===== src/rtl/mem_wb_pkg.sv =====
// Shared types and constants for the MEM/WB pipeline stage.
// Skid-buffer state encoding, control-bundle bit positions and default widths.
package mem_wb_pkg;

  typedef enum logic [1:0] {
    EMPTY = 2'd0,
    ONE   = 2'd1,
    TWO   = 2'd2
  } skidState_t;

  localparam int CTRL_REGWRITE = 0;
  localparam int CTRL_MEMTOREG = 1;
  localparam int CTRL_WE       = 2;
  localparam int CTRL_RE       = 3;

  localparam int DEF_DATA_W = 32;
  localparam int DEF_NUM_CH = 4;
  localparam int DEF_CTRL_W = 4;
  localparam int DEF_DEST_W = 5;
  localparam int DEF_CNT_W  = 16;

endpackage


===== src/rtl/pipe_skid_buffer.sv =====
// Generic 2-entry skid buffer with flush: 1-cycle latency; inReady is registered
// and drops only when both the main and skid entries are occupied.
module pipe_skid_buffer
  import mem_wb_pkg::*;
#(
  parameter int WIDTH = 32
) (
  input  logic             Clock,
  input  logic             Reset,
  input  logic             Flush,
  input  logic             inValid,
  output logic             inReady,
  input  logic [WIDTH-1:0] inData,
  output logic             outValid,
  input  logic             outReady,
  output logic [WIDTH-1:0] outData
);

  skidState_t       state;
  skidState_t       nextState;
  logic [WIDTH-1:0] mainQ;
  logic [WIDTH-1:0] skidQ;
  logic             readyQ;

  logic accept;
  logic transfer;
  logic loadMain;
  logic mainFromSkid;
  logic loadSkid;

  assign accept   = inValid && readyQ;
  assign transfer = (state != EMPTY) && outReady;

  always_comb begin
    nextState    = state;
    loadMain     = 1'b0;
    mainFromSkid = 1'b0;
    loadSkid     = 1'b0;
    if (Flush) begin
      nextState = EMPTY;
    end else begin
      case (state)
        EMPTY: begin
          if (accept) begin
            nextState = ONE;
            loadMain  = 1'b1;
          end
        end
        ONE: begin
          if (accept && transfer) begin
            loadMain = 1'b1;
          end else if (accept) begin
            nextState = TWO;
            loadSkid  = 1'b1;
          end else if (transfer) begin
            nextState = EMPTY;
          end
        end
        TWO: begin
          // Skid entry slides into main on the same edge the main entry leaves.
          if (transfer) begin
            nextState    = ONE;
            loadMain     = 1'b1;
            mainFromSkid = 1'b1;
          end
        end
        default: nextState = EMPTY;
      endcase
    end
  end

  always_ff @(posedge Clock) begin
    if (Reset) begin
      state  <= EMPTY;
      readyQ <= 1'b0;
      mainQ  <= '0;
      skidQ  <= '0;
    end else begin
      state  <= nextState;
      readyQ <= (nextState != TWO);
      if (loadMain) begin
        mainQ <= mainFromSkid ? skidQ : inData;
      end
      if (loadSkid) begin
        skidQ <= inData;
      end
    end
  end

  assign inReady  = readyQ;
  assign outValid = (state != EMPTY);
  assign outData  = mainQ;

endmodule


===== src/rtl/mem_wb_pipe_stage.sv =====
// MEM/WB stage: 1-cycle accept-to-valid; payload held under backpressure, skid or single register.
// Control is gated with out_valid so bubbles never write; stall cycles counted with saturation.
module mem_wb_pipe_stage
  import mem_wb_pkg::*;
#(
  parameter int DATA_W = DEF_DATA_W,
  parameter int NUM_CH = DEF_NUM_CH,
  parameter int CTRL_W = DEF_CTRL_W,
  parameter int DEST_W = DEF_DEST_W,
  parameter int SKID   = 1,
  parameter int CNT_W  = DEF_CNT_W
) (
  input  logic                     Clock,
  input  logic                     Reset,
  input  logic                     in_valid,
  output logic                     in_ready,
  input  logic [NUM_CH*DATA_W-1:0] data_in,
  input  logic [CTRL_W-1:0]        ctrl_in,
  input  logic [DEST_W-1:0]        dest_in,
  input  logic                     Flush,
  output logic                     out_valid,
  input  logic                     out_ready,
  output logic [NUM_CH*DATA_W-1:0] data_out,
  output logic [CTRL_W-1:0]        ctrl_out,
  output logic [DEST_W-1:0]        dest_out,
  output logic [CNT_W-1:0]         stall_cycles
);

  localparam int PAY_W = NUM_CH*DATA_W + CTRL_W + DEST_W;

  logic [PAY_W-1:0]  inPayload;
  logic [PAY_W-1:0]  outPayload;
  logic [CTRL_W-1:0] ctrlHeld;
  logic [CNT_W-1:0]  stallQ;

  assign inPayload = {data_in, ctrl_in, dest_in};

  generate
    if (SKID != 0) begin : gSkid
      pipe_skid_buffer #(
        .WIDTH(PAY_W)
      ) uSkid (
        .Clock   (Clock),
        .Reset   (Reset),
        .Flush   (Flush),
        .inValid (in_valid),
        .inReady (in_ready),
        .inData  (inPayload),
        .outValid(out_valid),
        .outReady(out_ready),
        .outData (outPayload)
      );
    end else begin : gReg
      logic             liveQ;
      logic             validQ;
      logic [PAY_W-1:0] payQ;

      // liveQ keeps in_ready low during Reset even though the path is combinational.
      assign in_ready   = liveQ && (!validQ || out_ready);
      assign out_valid  = validQ;
      assign outPayload = payQ;

      always_ff @(posedge Clock) begin
        if (Reset) begin
          liveQ  <= 1'b0;
          validQ <= 1'b0;
          payQ   <= '0;
        end else begin
          liveQ <= 1'b1;
          if (Flush) begin
            validQ <= 1'b0;
          end else if (in_valid && in_ready) begin
            validQ <= 1'b1;
            payQ   <= inPayload;
          end else if (validQ && out_ready) begin
            validQ <= 1'b0;
          end
        end
      end
    end
  endgenerate

  assign {data_out, ctrlHeld, dest_out} = outPayload;
  assign ctrl_out = ctrlHeld & {CTRL_W{out_valid}};

  always_ff @(posedge Clock) begin
    if (Reset) begin
      stallQ <= '0;
    end else if (out_valid && !out_ready && (stallQ != {CNT_W{1'b1}})) begin
      stallQ <= stallQ + CNT_W'(1);
    end
  end

  assign stall_cycles = stallQ;

endmodule


===== config.mk =====
export PLATFORM = sky130hd
export DESIGN_NAME = mem_wb_pipe_stage
export DESIGN_NICKNAME = d
export VERILOG_FILES = /design/src/rtl/mem_wb_pkg.sv /design/src/rtl/pipe_skid_buffer.sv /design/src/rtl/mem_wb_pipe_stage.sv
export SDC_FILE = /design/constraint.sdc
export NUM_CORES = 1
export LEC_CHECK = 0
export ABC_AREA = 1
export CAP_MARGIN = 0
export CORE_ASPECT_RATIO = 0.75
export CORE_MARGIN = 2
export CORE_UTILIZATION = 37
export CTS_BUF_LIST = sky130_fd_sc_hd__clkbuf_16
export DETAILED_ROUTE_END_ITERATION = 16
export GPL_ROUTABILITY_DRIVEN = 0
export PLACE_DENSITY_LB_ADDON = 0.2
export SLEW_MARGIN = 40
export SYNTH_ARGS = -nofsm -noshare
export SYNTH_HDL_FRONTEND = slang
export SYNTH_SLANG_ARGS = --single-unit

===== constraint.sdc =====
create_clock -name Clock -period 1.6 [get_ports Clock]
set_input_delay 0.32 -clock Clock [delete_from_list [all_inputs] [get_ports Clock]]
set_output_delay 0.32 -clock Clock [all_outputs]
set_load 0.1 [all_outputs]

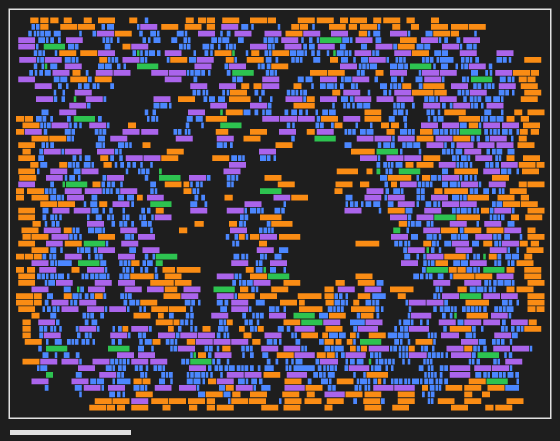
Fig. 1. Placement by cell class.
Bar = 50 um.
orange -> other buffers and delay cells  # cells 390
blue -> combinational and other logic  # cells 1245
green -> clock drivers and dummy loads  # cells 52
purple -> flops  # cells 293
core area: 35800 um^2
row count: 60
Seq area share: 0.295
post-route cell area: 20100 um^2
Final Core Density: 0.561

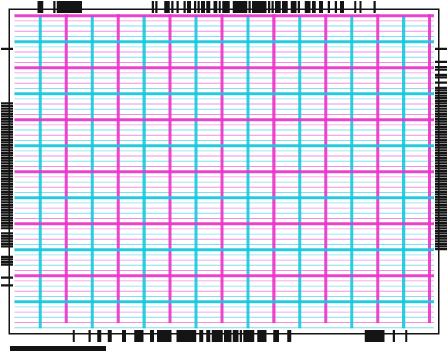
Fig. 2. Power grid.
Bar = 50 um. Pins as bars on the die edge.
magenta -> VDD
cyan -> VSS
met4 straps = 16
met5 straps = 12
rows = 60
met1 rails = 61

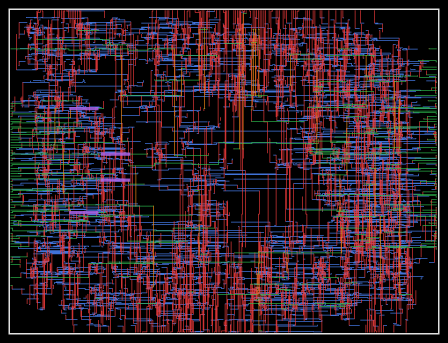
Fig. 3. Metal layers overlaid.
blue -> metal 1  # wire length 18700 um
purple -> metal 5  # wire length 55.2 um
green -> metal 3  # wire length 3170 um
red -> metal 2  # wire length 19500 um
orange -> metal 4  # wire length 1030 um
Routed Wire Length: 42.5 mm
via count: 12100
Wirelength per Cell: 17.4 um
total track usage: 0.193

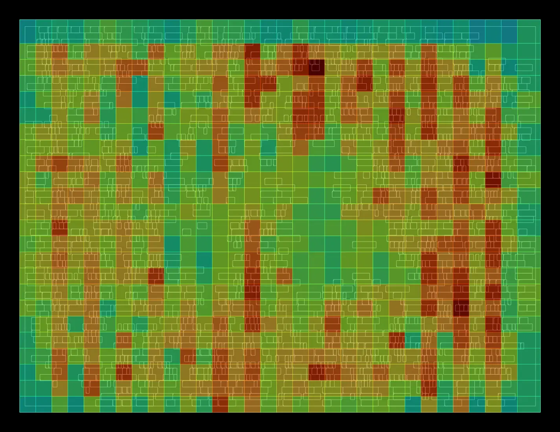
Fig. 4. Routing congestion map.
met1 Use GR: 0.260
met2 usage: 0.308
GRT Max-Usage Layer: met2

==> results_dict.tcl <==
# yosys + openroad results
set metrics [dict create \
    status "finished, violations left" \
    violations "negative setup slack" \
    rsz0062_at_grt "yes" \
    met2_length_mm 19.5 \
    fin_hold_ws_ns 0.124 \
    yosysCellCount 1795 \
    seq_area_um2 5930 \
    grt_pass1_vias 10800 \
    worst_pin_slew_ns 0.847 \
    antenna_found_initial 5 \
    cp_max_fo 2 \
    critical_path_class "register to output pin" \
    synth_cell_type_count 23 \
    p_comb_mw 3.82 \
    r2r_slack_ns -0.11 \
    switchingPower_mw 5.52 \
    root_buffer "clkbuf_16" \
    path_depth 4 \
    power_leader "registers" \
    drc 0 \
    tap_cells 465 \
    power_mw 18.2 \
    place_inst 2342 \
    setup_ws_ns -0.118 \
    nFillCells 3120 \
    yosysSeqAreaShare 0.437 \
    period_used_share 1.07 \
    highest_layer "met5" \
    path_clk_slew_ns 0.06 \
    ctsHoldBuffers 0 \
    sh_comb_area 0.269 \
    hp-start "Reset" \
    critPathCapture "ctrl_out[3]" \
    hold_viol 0 \
    flops 293 \
    path_buffers 2 \
    routedLengthMet1_mm 18.7 \
    vias_per_cell 4.95 \
    setup_viol 191 \
    gr-total-overflow 0 \
    pwr-share-seq 0.424 \
    whs_path_depth 4 \
    intPower_mw 12.7 \
    top_area_cell "dfxtp_1" \
    initialDrtViolationCount 981 \
    slowest_delay_ns 0.37 \
]
==> cell families after synthesis <==
family	share of synthesized area
AOI/OAI and AO/OA	0.288
adders and majority gates	0.000933
DFF	0.437
buffers and inverters	0.197
xor gates and xnor gates	0.00392
and+or+nand+nor	0.0733
==> placed cells by master (no fill, tap or decap), drive strengths merged <==
cell type / netlist / layout
nor2: 33 / 33
o21ai: 276 / 276
diode: 0 / 2
nand4: 7 / 7
clkbuf: 53 / 50
ha: 1 / 1
o21a: 137 / 137
clkdlybuf4s50: 0 / 140
nor3: 2 / 2
nand2: 180 / 180
inv: 293 / 306
xnor2: 2 / 2
nand3: 20 / 20
xor2: 4 / 4
clkinv: 0 / 6
nor3b: 1 / 1
dfxtp: 293 / 293
a21oi: 288 / 288
buf: 204 / 233
o211ai: 1 / 1
No activity file was given, so power comes from the tool's default toggle rates.
